### Where the registers sit, run 1

Other sequential cells in the stronger gray, the rest of the logic in the fainter gray.
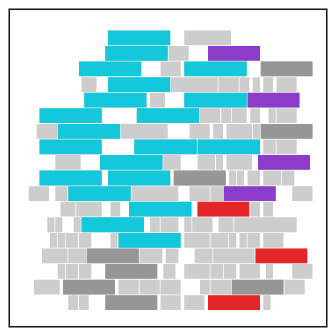
### Clock wiring as the flow saved it, run 1

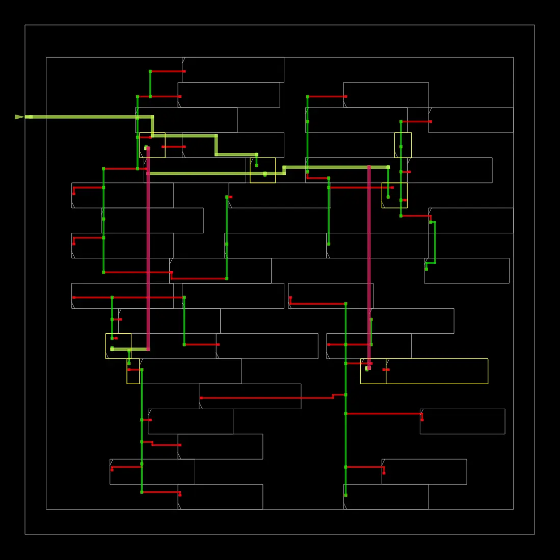
### Routed clock nets over the placement, run 1

The bar under the picture is 20 um long.
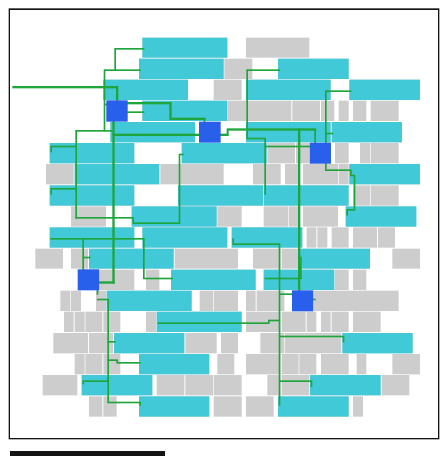
==> config.mk <==
export PLATFORM = sky130hd
export DESIGN_NAME = fifo_queue_flat
export DESIGN_NICKNAME = d
export VERILOG_FILES = /design/src/rtl/fifo_queue_pkg.sv /design/src/rtl/fifo_queue_if.sv /design/src/rtl/mod_counter.sv /design/src/rtl/fifo_queue.sv /design/src/flat_wrapper.sv
export SDC_FILE = /design/constraint.sdc
export NUM_CORES = 1
export LEC_CHECK = 0
export CAP_MARGIN = 40
export CORE_MARGIN = 2
export CORE_UTILIZATION = 58
export CTS_CLUSTER_SIZE = 8
export DETAILED_ROUTE_END_ITERATION = 8
export PLACE_DENSITY = 0.95
export SETUP_SLACK_MARGIN = 0.2
export SKIP_CTS_REPAIR_TIMING = 1
export SLEW_MARGIN = 30
export SYNTH_ARGS = -nofsm -noshare
export SYNTH_HDL_FRONTEND = slang
export SYNTH_HIERARCHICAL = 1
export SYNTH_SLANG_ARGS = --single-unit
==> constraint.sdc <==
create_clock -name clk -period 4 [get_ports clk]
set_input_delay 0.4 -clock clk [delete_from_list [all_inputs] [get_ports clk]]
set_output_delay 0.4 -clock clk [all_outputs]
set_load 0.01 [all_outputs]
==> results.yml, run 1 <==
# implementation run metrics
synth:
  ys.flops: 35
  edf_count: 20
  ys_dominant_reg_cell: "edfxtp_1"
  syn_inst: 104
  netlist_area_mm2: 0.00152
  synth_nets: 118
  ys_top_cells_by_area: "edfxtp_1, dfrtp_1, mux4_2, ha_1, mux2i_1"
  synth_async_sr_flop_share_pct: 42.9
  xor_share_pct: 1.73
  yosysChipArea_mm2: 0.00152
  top_logic_kind: "simple AND/OR/NAND/NOR gates"
  syn_area_per_cell_um2: 14.6
  top_area_cell: "edfxtp_1"
  mux_share_pct: 9.23
  synth_seq_share_pct: 64.3
  simple_gate_share_pct: 11.6
  adder_share_pct: 5.44
  yosys_warnings: 6
  synthAoiAreaFrac_pct: 5.19
timing:
  setup_slack_ps: 1690
  fin_hold_ws_ps: 460
  hold_viol: 0
  setup_violations: 0
  rsz0062_at_grt: "false"
  period_minus_slack_ps: 2310
  worst_slew_pin_slew_ps: 663
  report.final.slew_viol_count: 0
  finalCritPeriodShare_pct: 57.7
  fmax_mhz: 433
clocking:
  clockBufferDepth: 2
  clockRootBuffer: "clkbuf_4"
  clk_pin_slew_ps: 100
  h-tree-depth: 2
  cts_buffers: 5
  cts_tree: "done"
global_route:
  globalRouteOverflowTotal: 0
  grt_pass1_vias: 899
  grt_busiest_layer: "met2"
  met2_usage_pct: 37.1
  grt.met1_usage_pct: 24.0
  track_usage_pct: 21.2
  grt.met3_usage_pct: 5.65
  grt_max_degree: 16
place:
  place_area_mm2: 0.00173
die:
  dieArea_mm2: 0.00304
  rows: 18
  die_w_um: 55.2
  initCoreUtil_pct: 61.3
  nWellTaps: 30
  die_h_um: 55.2
  coreArea_mm2: 0.00248
  pin_count: 19
setup_path:
  slowest_stage: "clkdlybuf4s50_1"
  slowest_delay_ps: 490
  rrSetupSlack_ps: 1750
  cp.arrival_ps: 2570
  crit_path_frequent_cell: "xor2_1"
  critPathRequiredTime_ps: 4260
  worstSetupPathType: "input port to register"
  reg2reg_depth: 7
  cp-start-kind: "input port"
  endpoint_kind: "register"
finish:
  bufAreaShareNonClock_pct: 10.2
  areaGrowthSynthToFinish_pct: 19.1
  buffers: 19
  fin_cells: 159
  largest_register_ffs: 20
  comb_share_pct: 27.9
  area_dominant_class: "registers"
  final_layout_size_suffix_gt1_share_pct: 11.6
  flops: 35
  design_area_mm2: 0.00181
  comb.multi_input.count: 59
  fillCellCount: 165
  clkCellAreaFrac_pct: 4.22
  comb_area_um2: 504
  nNonClkInverters: 8
power_and_ir_drop:
  power.total_w: 0.00131
  powerDensity_mw_per_mm2: 725
hold_path:
  hold_class: "input port to asynchronous set/reset pin"
detailed_routing:
  vias: 897
  drt_wl_total_um: 2680
  ant_nets: 0
  wl_per_cell_um: 16.8
  viasPerCell: 5.64
  drtIter0Drc: 17
  drcViolationCount: 0
outcome:
  status: "completed"
run:
  cap_violations: 0
  warning_count: 28
## Picture notes: 'Where the registers sit'
- `u_core/bus.count`: red (sequential cells 3)
- `u_core/mem_q`: cyan (sequential cells 20)
- `u_core/bus.data_out`: purple (sequential cells 4)
fin util: 73.0%
register area: 976 um^2
Seq. pwr: 0.000605 W

## Picture notes: 'Clock wiring as the flow saved it'
clock sinks: 35
Clk. pwr: 0.000242 W
clock buffer count: 5

## Picture notes: 'Routed clock nets over the placement'
- flip-flops: cyan (count 35)
- clock drivers: blue (count 5)
- clock wires: green (length 356 um)
- routed clock nets: 6
clock latency on the worst-skew pair: 330 ps
Layout Skew: 6.36 ps
clock power share: 18.5%

## run 1: cell usage after synthesis, types with 2 or more instances
cell	n
a22o_1	2
dfrtp_1	15
nor3_1	2
o21ai_1	4
inv_1	8
o22ai_1	2
xor2_1	2
nor2b_1	2
edfxtp_1	20
nor3b_2	2
nand2b_1	5
and2_1	4
mux4_2	4
a21oi_1	4
mux2i_1	5
ha_1	5
nor2_1	6
nand2_1	3
## run 1: kinds of logic after synthesis
kind of cell               Yosys count
buffers and inverters               10
AOI/OAI and AO/OA                   13
xor gates and xnor gates             3
and+or+nand+nor                     28
muxes                                9
adders and majority gates            6
DFF                                 35
## run 1: placed cells by master, fill, tap and decap left out, drive strengths merged
cell type and count:
nand2 3, clkdlybuf4s50 18, or3b 1, bufinv 1, a21oi 4, nand2b 5, nor4b 1, mux4 4
dfrtp 15, nor2b 2, edfxtp 20, clkinv 2, inv 8, nor2 6, xor2 2, and3 1
nor3b 2, and2 4, fa 1, and4bb 1, nor3 2, o21ai 4, xnor2 1, clkbuf 6
o22ai 2, o31a 1, a22o 2, ha 5, mux2i 5
## run 1: critical path, delay by kind of cell
family / cells / cell delay (ps)
adder cells (fa/ha/maj): 2 / 680
AND-OR/OR-AND: 1 / 470
AND/OR/NAND/NOR: 1 / 130
buffers and inverters: 2 / 560
XOR/XNOR: 2 / 330
## run 1: metal layers
metal	routed length, um	part of all wire (%)
met5	0	0
met4	43	1.6
met3	103	3.9
met2	1410	53
met1	1120	42
## run 1: power by group
group / total, W / switching [W] / internal (W)
sequential: 0.000605 / 0.000117 / 0.000488
clock: 0.000242 / 0.000114 / 0.000128
combinational: 0.000464 / 0.000207 / 0.000257
### Metal layers overlaid, run 1

The bar under the picture is 20 um long.
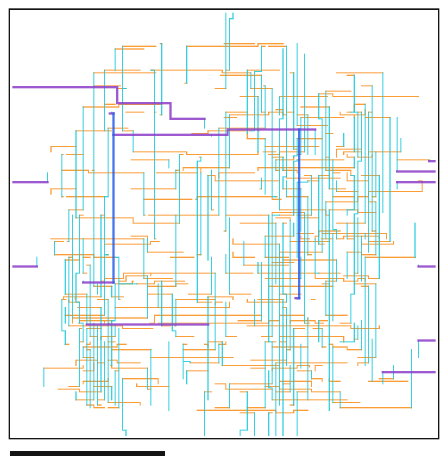

==> run 2: changes to the inputs <==
CORE_UTILIZATION = 54   (was 58)
PLACE_DENSITY = 0.9   (was 0.95)
clock period = 2.18 ns   (was 4 ns; I/O delays follow)
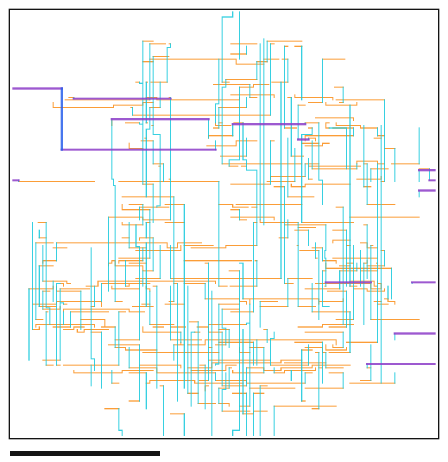
*Metal layers overlaid, run 2*
The bar under the picture is 20 um long.
- metal 1: orange (wire length 1090 um)
- metal 4: blue (wire length 8.20 um)
- metal 3: purple (wire length 92.5 um)
- metal 2: cyan (wire length 1280 um)
total wire length: 2480 um
drt wl/cell: 15.0 um
vias after detailed routing: 902
gr usage total: 17.2%

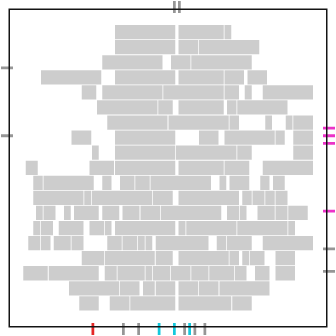
*Pin map, run 2*
Pins as bars across the die edge, other pins in gray.
- `bus_count`: cyan (pins 3; direction output; edge bottom)
- `bus_push`: red (pins 1; direction input; edge bottom)
- `bus_data_out`: magenta (pins 4; direction output; edge right)
# port buffers: 18
die height: 57.0 um

==> run 2 against run 1 <==
- combinational power grew 95%
- critical path depth is the same
- non-clock buffer count grew 5
- power grew 86%
- critical endpoint unchanged
==> results.yml, run 2 <==
# implementation run metrics
detailed_routing:
  drcViolationCount: 0
  viasPerCell: 5.47
  drtIter0Drc: 44
  dr.pass1.iters: 4
  ant_nets: 0
synth:
  top_area_cell: "edfxtp_1"
  ys_dominant_reg_cell: "edfxtp_1"
  syn_area_per_cell_um2: 14.6
  yosys_warnings: 6
  netlist_area_mm2: 0.00152
  syn_inst: 104
  synth_nets: 118
  edf_count: 20
  top_cells_by_count: "edfxtp_1, dfrtp_1, inv_1"
  synth_cell_type_count: 27
  synth_async_sr_flop_share_pct: 42.9
  ys_cells: 104
  ys.flops: 35
  ys_top_cells_by_area: "edfxtp_1, dfrtp_1, mux4_2, ha_1, mux2i_1"
  synth_top_area_share_pct: 39.5
  synth.most_common_cell: "edfxtp_1"
  yosysChipArea_mm2: 0.00152
  synth_seq_share_pct: 64.3
timing:
  hold_viol: 0
  report.final.slew_viol_count: 0
  period_minus_slack_ps: 1910
  worst_slew_pin_slew_ps: 684
  setup_violations: 0
  finalCritPeriodShare_pct: 87.8
  fin_hold_ws_ps: 296
  slew_headroom_pct: 54.3
  fmax_mhz: 523
  tns_ps: 0
  rsz0062_at_grt: "false"
setup_path:
  endpoint_kind: "register"
  critPathRequiredTime_ps: 2430
  critPathTopFamily: "simple AND/OR/NAND/NOR gates"
  worstSetupPathType: "register to register"
  crit_path_frequent_cell: "xor2_1"
  rrSetupSlack_ps: 270
  crit_cells: 8
  reg2reg_depth: 8
  cp-start-kind: "register"
  crit_chain: "and4bb_1 > nand2b_4 > ha_4 > inv_1 > fa_2 > xor2_1 > nor2_1 > xor2_1"
  cp_max_fo: 3
  cp.arrival_ps: 2170
  slowest_delay_ps: 410
  crit_buf_inv: 1
  slowest_stage: "dfrtp_1"
power_and_ir_drop:
  switching_power_w: 0.000783
  seqPwrFrac_pct: 44.8
  swShare_pct: 32.1
  powerDensity_mw_per_mm2: 1300
  clockPowerShare_pct: 18.1
  internal-power_w: 0.00165
  power_frac_comb_pct: 37.2
  ir_worst_vdd_mv: 0.960
finish:
  final_cell_mix: "edfxtp_1, clkdlybuf4s50_1, dfrtp_1, inv_1"
  final_layout_size_suffix_gt1_share_pct: 18.7
  fin_cells: 165
  fin_nets: 147
  areaGrowthSynthToFinish_pct: 23.5
  largest_register_ffs: 20
  final_common_cell: "edfxtp_1"
  fin_util_pct: 69.2
  design_area_mm2: 0.00188
clocking:
  cts_tree: "done"
  clockBufferDepth: 2
  cts_buffers: 5
  clockRootBuffer: "clkbuf_4"
  clk_pin_slew_ps: 100
  cts.sinks: 35
  h-tree-depth: 2
global_route:
  globalRouteOverflowTotal: 0
  grt_pass1_wl_um: 4110
  grt_max_degree: 16
  grt_pass1_vias: 963
die:
  rows: 19
  initCoreUtil_pct: 56.0
  coreArea_mm2: 0.00271
  die_w_um: 57.0
  dieArea_mm2: 0.00325
  pin_count: 19
run:
  warning_count: 28
  cap_violations: 0
place:
  numPlacedInstances: 155
  dp_hpwl_um: 1800
  place_area_mm2: 0.00176
hold_path:
  hold_class: "input port to asynchronous set/reset pin"
outcome:
  status: "completed"
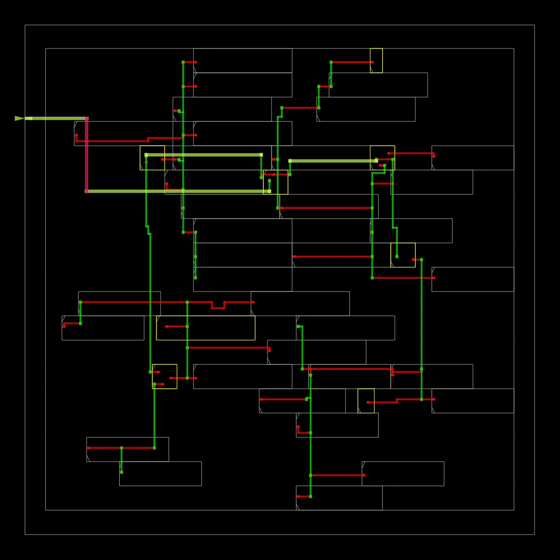
*Clock wiring as the flow saved it, run 2*
clock latency on the worst-skew pair: 320 ps
Layout Skew: 8.95 ps

run 2: per-stage QoR:
stage          setup WS [ps]  power [W]
3_3_place_gp            46.3    0.00190
2_1_floorplan            268    0.00161
6_report                 267    0.00244
5_1_grt                  183    0.00260
4_1_cts                  147    0.00240
3_5_place_dp           -47.3    0.00196
run 2: power groups by stage:
stage	sequential (W)	clock, W	combinational [W]
floorplan	0.00109	0	0.000528
global placement	0.00109	0	0.000802
detailed placement	0.00111	0	0.000849
CTS	0.00110	0.000452	0.000856
global route	0.00112	0.000481	0.000994
finish	0.00109	0.000441	0.000906
run 2: area by class of cell:
class	count	area, um^2
fill	179	835
sequential	35	978
tap	31	38.8
inverter	8	30.0
clock inverter	3	38.8
clock buffer	5	37.5
timing repair buffer	24	225
multi-input combinational	59	527
run 2: kinds of logic after synthesis:
kind of cell	share of synthesized area, %
xor+xnor	1.73
fa+ha+maj	5.44
mux	9.23
simple gates	11.6
flops	64.3
compound gates	5.19
buf+inv	2.55
run 2: metal layers:
layer | up-vias | global-route usage (%) | part of all wire [%]
li1 | 432 | - | -
met1 | 450 | 20.1 | 44
met2 | 18 | 28.4 | 52
met3 | 2 | 6.35 | 3.7
met4 | 0 | 7.97 | 0.32
met5 | - | 0 | 0
No activity file was given, so power comes from the tool's default toggle rates.
